$ cat config.mk
export PLATFORM = sky130hd
export DESIGN_NAME = img_flow_feeder
export DESIGN_NICKNAME = d
export VERILOG_FILES = /design/src/rtl/img_flow_feeder.sv
export SDC_FILE = /design/constraint.sdc
export NUM_CORES = 1
export LEC_CHECK = 0
export CORE_ASPECT_RATIO = 0.8
export CORE_MARGIN = 10
export CORE_UTILIZATION = 45
export CTS_CLUSTER_SIZE = 30
export DETAILED_ROUTE_END_ITERATION = 8
export PLACE_DENSITY_LB_ADDON = 0.12
export SLEW_MARGIN = 40
export SYNTH_ARGS = -nofsm -noshare
export SYNTH_HDL_FRONTEND = slang
export SYNTH_SLANG_ARGS = --single-unit
$ cat constraint.sdc
create_clock -name clk -period 2.5 [get_ports clk]
set_input_delay 0.5 -clock clk [delete_from_list [all_inputs] [get_ports clk]]
set_output_delay 0.5 -clock clk [all_outputs]
set_load 0.005 [all_outputs]
$ cat src/rtl/img_flow_feeder.sv
// Image-flow ROM feeder: walks `count` over the ROM, splits each 34-bit word into
// pixel payload / init / array-reset flags, and hands pixel words out on valid/ready.
// Optional continuous looping over the ROM is enabled with FEED_LOOP_EN.
module img_flow_feeder #(
    parameter int ADDR_W    = 22,
    parameter int LAST_ADDR = 4194303,
    parameter int WORD_W    = 34
) (
    input  logic              clk,
    input  logic              rst_n,
    input  logic              start,
    output logic [ADDR_W-1:0] count,
    input  logic [WORD_W-1:0] data,
    output logic [WORD_W-3:0] pix_data,
    output logic              pix_init,
    output logic              pix_valid,
    input  logic              pix_ready,
    output logic              array_rst_n,
    output logic              busy,
    output logic              done
);

    localparam logic [ADDR_W-1:0] LAST_C = ADDR_W'(LAST_ADDR);

    typedef enum logic [1:0] {IDLE, RUN, DRAIN, FIN} state_t;

    state_t state, state_n;
    logic   slot_free, at_last;
    logic   take, adv, clr_cnt, drop_valid, done_n;

`ifdef FEED_LOOP_EN
    logic   stop_q;
`endif

    assign slot_free = !pix_valid || pix_ready;
    assign at_last   = (count == LAST_C);
    assign busy      = (state == RUN) || (state == DRAIN);

    always_ff @(posedge clk or negedge rst_n) begin
        if (!rst_n) state <= IDLE;
        else        state <= state_n;
    end

    always_comb begin
        state_n    = state;
        take       = 1'b0;
        adv        = 1'b0;
        clr_cnt    = 1'b0;
        drop_valid = 1'b0;
        done_n     = 1'b0;
        case (state)
            IDLE: begin
                if (start) begin
                    state_n = RUN;
                    clr_cnt = 1'b1;
                end
            end
            RUN: begin
                if (slot_free) begin
                    take = 1'b1;
`ifdef FEED_LOOP_EN
                    // A stop request finishes the current word and drains.
                    if (start || stop_q) begin
                        state_n = DRAIN;
                    end else if (at_last) begin
                        clr_cnt = 1'b1;
                        done_n  = 1'b1;
                    end else begin
                        adv = 1'b1;
                    end
`else
                    if (at_last) state_n = DRAIN;
                    else         adv     = 1'b1;
`endif
                end
            end
            DRAIN: begin
                if (slot_free) begin
                    drop_valid = 1'b1;
                    done_n     = 1'b1;
                    state_n    = FIN;
                end
            end
            default: state_n = IDLE;
        endcase
    end

    always_ff @(posedge clk or negedge rst_n) begin
        if (!rst_n) begin
            count       <= '0;
            pix_data    <= '0;
            pix_init    <= 1'b0;
            pix_valid   <= 1'b0;
            array_rst_n <= 1'b0;
            done        <= 1'b0;
        end else begin
            done <= done_n;
            if (clr_cnt)  count <= '0;
            else if (adv) count <= count + 1'b1;
            // Control-only words (bit 0 clear) update array reset but emit no pixel.
            if (take) begin
                array_rst_n <= data[0];
                pix_valid   <= data[0];
                if (data[0]) begin
                    pix_data <= data[WORD_W-1:2];
                    pix_init <= data[1];
                end
            end else if (drop_valid) begin
                pix_valid <= 1'b0;
            end
        end
    end

`ifdef FEED_LOOP_EN
    // Remembers a stop request that arrived while the output slot was blocked.
    always_ff @(posedge clk or negedge rst_n) begin
        if (!rst_n) stop_q <= 1'b0;
        else        stop_q <= (state == RUN) && !slot_free && (start || stop_q);
    end
`endif

endmodule

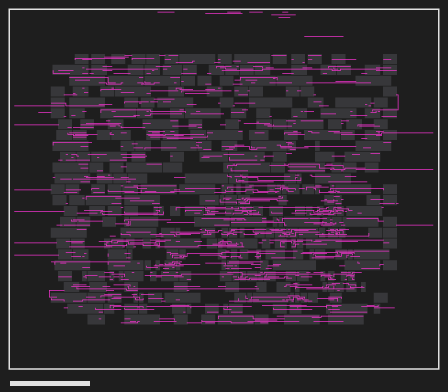
*Signal wires on met1, run 1*
Scale bar: 20 um. Cells faint in the background.
- longest straight run: 32.7 um
- share of all routed wire: 40%
- wire length on this layer: 2820 um
- nets with wire on the layer: 329
- main direction: horizontal
final wirelength: 7000 um
M1 GR Usage: 0.166
vias after detailed routing: 2194

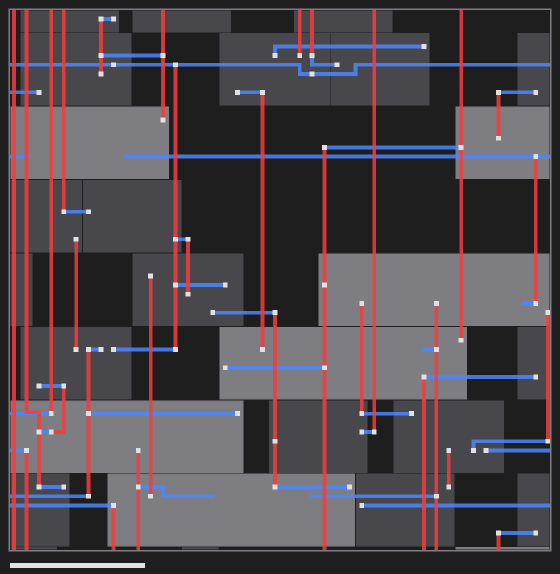
*A small window of the routed layout, run 1*
Scale bar: 5 um. Window x 70 to 90, y 57 to 77 um. Cells in grey, sequential cells in the stronger grey; small squares are vias.
- red: M2
- blue: M1
- netlist names of flops here include: `pix_data` (5)
- cells with their middle in the window: 16
- sequential cells in the window: 5
- most frequent: clkdlybuf4s50_1 (6), mux2_2 (5), dfrtp_1 (5)

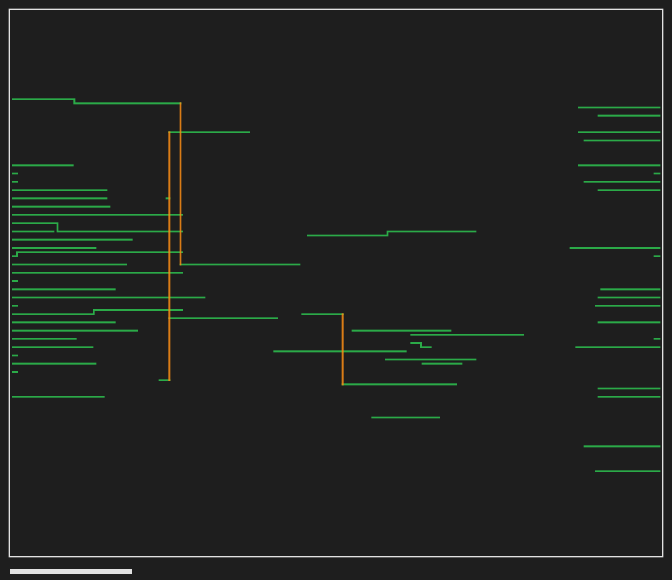
*Signal wires by layer, run 1*
Scale bar: 20 um. Only two layers are drawn.
- orange: M4 (wire length 78.9 um)
- green: M3 (wire length 823 um)
Avg WL per Cell: 16.6 um
Tot GR Track Use: 0.147

==> run 1: worst max-delay path by stage <==
stage | end | slack, ns
2_1_floorplan | pix_data[0] | 0.55
3_3_place_gp | count[15] | 0.17
3_5_place_dp | count[15] | 0.10
4_1_cts | busy | 0.37
5_1_grt | state[1] | 0.20
6_report | busy | 0.41
==> run 1: area by class of cell <==
| type | count | area [um^2] |
|---|---|---|
| clock buffers | 12 | 155 |
| well taps | 81 | 101 |
| inverters | 4 | 15.0 |
| flip-flops and latches | 60 | 1500 |
| repair buffers | 105 | 1050 |
| multi-input cells | 156 | 1170 |
| clock inverters | 4 | 95.1 |
| fillers | 439 | 1820 |
==> run 1: sequential cells by signal, indices dropped and copies added, names as in the netlist <==
register / count
done: 1
pix_valid: 1
state: 2
array_rst_n: 1
pix_data: 32
pix_init: 1
count: 22
==> impl_metrics.json, run 1 <==
{
  "post_cts_buffers": 0,
  "slew_viol_final": 0,
  "cts_tree": "built",
  "placedCellCount": 406,
  "critPathTopFamily": "buffers and inverters",
  "dieArea_um2": 9630,
  "setup_viol": 0,
  "status": "finished clean",
  "edf_count": 0,
  "p_sw_frac": 0.243,
  "fin_hold_ws_ns": 0.186,
  "warning_count": 29,
  "drv_cap": 0,
  "cp-start-kind": "register",
  "grt_pass1_wl_um": 11300,
  "rows": 25,
  "p_leak_nw": 1.73,
  "fin_crit_sh": 0.837,
  "n_antenna_cell": 0,
  "synthMuxAreaShare": 0.143,
  "critPathRequiredTime_ns": 2.00,
  "ys_cells": 228,
  "reg2regPathDepth": 6,
  "drt-pass1-iter-count": 4,
  "peakVddDrop_mv": 0.350,
  "ys_sh_adder": 0.0228,
  "met3_usage": 0.0842,
  "grt.overflow.total": 0,
  "grt-busiest-layer": "met2",
  "worst_pin_slew_ns": 0.656,
  "die_h_um": 89.8,
  "ys_sh_xor": 0.0256,
  "clk_pin_slew_ns": 0.07,
  "clk_path_buf_depth": 2,
  "tns_ns": 0,
  "switchingPower_mw": 0.720,
  "rsz0062_at_grt": "false",
  "yosysTopAreaCell": "dfrtp_1",
  "dpl_cell_area_um2": 3840,
  "drc": 0,
  "simple_gate_share": 0.150,
  "skew_ns": 0.00815,
  "grt_max_degree": 35,
  "drive_gt1_frac": 0.202,
  "grt_pass1_vias": 2225,
  "top_cell_area_share": 0.548,
  "r2r-end": "state[1]",
  "power_frac_seq": 0.410,
  "top_cell": "dfrtp_1",
  "stdcell_area_um2": 4090
}
### Signal metal coverage by tile, run 1

21 x 18 tiles, from white (low) to dark blue (high), scaled to the fullest tile. Values are wire area over tile area, all layers added.
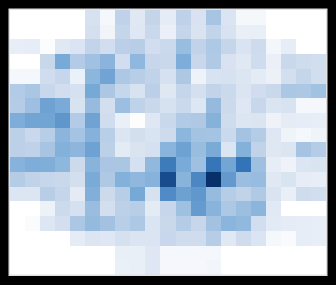

--- run 2 (diff from run 1) ---
- clock period: 2.5 -> 2.15 ns (I/O delays scaled with it)
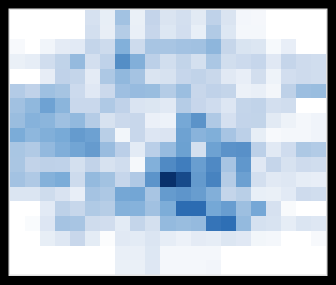
*Signal metal coverage by tile, run 2*
21 x 18 tiles, from white (low) to dark blue (high), scaled to the fullest tile. Values are wire area over tile area, all layers added.
- fullest tile: 0.54
- tiles over half the peak: 9.5%
- mean over tiles: 0.12
- nearly empty tiles: 17%
- emptiest ninth of the die: bottom left
Avg WL per Cell: 16.6 um
Tot GR Track Use: 0.150

==> run 2 against run 1 <==
  * Synthesized cell count unchanged
  * Clock skew decreased by 0.0018 ns
  * Setup slack got worse by 0.30 ns
  * Sequential power rose by about 10%
  * Final area shrank 0.31%
  * Clock-buffer cell count decreased by 3
  * Critical path depth rose by 3
  * Hold slack got worse by 0.10 ns
  * Cell count grew 2.1%
  * First-iteration DRC count up 89%
  * Die size unchanged
  * Critical path type is now reg -> reg
==> impl_metrics.json, run 2 <==
{
  "grt_pass1_vias": 2317,
  "grt.overflow.total": 0,
  "ys_sh_xor": 0.0256,
  "fin_crit_sh": 0.952,
  "switchingPower_mw": 0.848,
  "power_frac_seq": 0.455,
  "grt_max_degree": 61,
  "ys_cells": 228,
  "seq_area_um2": 1500,
  "seq_share": 0.368,
  "clk_pin_slew_ns": 0.07,
  "slew_viol_final": 0,
  "yosysTopAreaCell": "dfrtp_1",
  "vias": 2230,
  "warning_count": 29,
  "top_regs": "pix_data x32, count x22, state x2",
  "status": "finished clean",
  "ys_sh_adder": 0.0228,
  "p_leak_nw": 1.73,
  "largest_class": "sequential cells",
  "grt_pass1_wl_um": 11600,
  "fin_hold_ws_ns": 0.0838,
  "cp-start-kind": "register",
  "r2r-end": "state[1]",
  "tns_ns": 0,
  "comb_share": 0.289,
  "placedCellCount": 415,
  "fill_cells": 444,
  "p_sw_frac": 0.276,
  "drv_cap": 0,
  "area_share_nonclk_buffers": 0.274
}
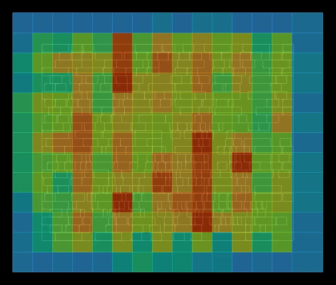
*Routing congestion map, run 2*
GRT met3 Usage: 0.0777
met2 Resource Use GR: 0.240
Final Core Density: 0.690
gr busiest metal: met2

[run 2: metal layers]
metal / global-route usage / part of all wire
met5: 0 / 0
met3: 0.0777 / 0.11
met4: 0.0552 / 0.014
met2: 0.240 / 0.48
met1: 0.166 / 0.40
[run 2: repair_timing]
item,4_1_cts,5_1_grt
setup buffers,0,0
hold buffers,0,0
setup endpoints to repair,0,1
gates resized,0,1
[run 2: critical path: stages (launching register included)]
cell	delay [ns]
dfrtp_1	0.41
ha_2	0.25
nand2_1	0.08
nor4_1	0.32
nand2_1	0.15
a221o_1	0.39
mux2_1	0.32
[run 2: per-stage QoR]
step	util	total power [mW]	cell area, um^2
finish	0.690	3.07	4080
global route	0.690	3.26	4080
CTS	0.690	3.12	4080
detailed placement	0.661	2.25	3910
global placement	0.661	2.22	3910
floorplan	-	1.71	2740
Power is estimated from default activity; no workload was simulated.
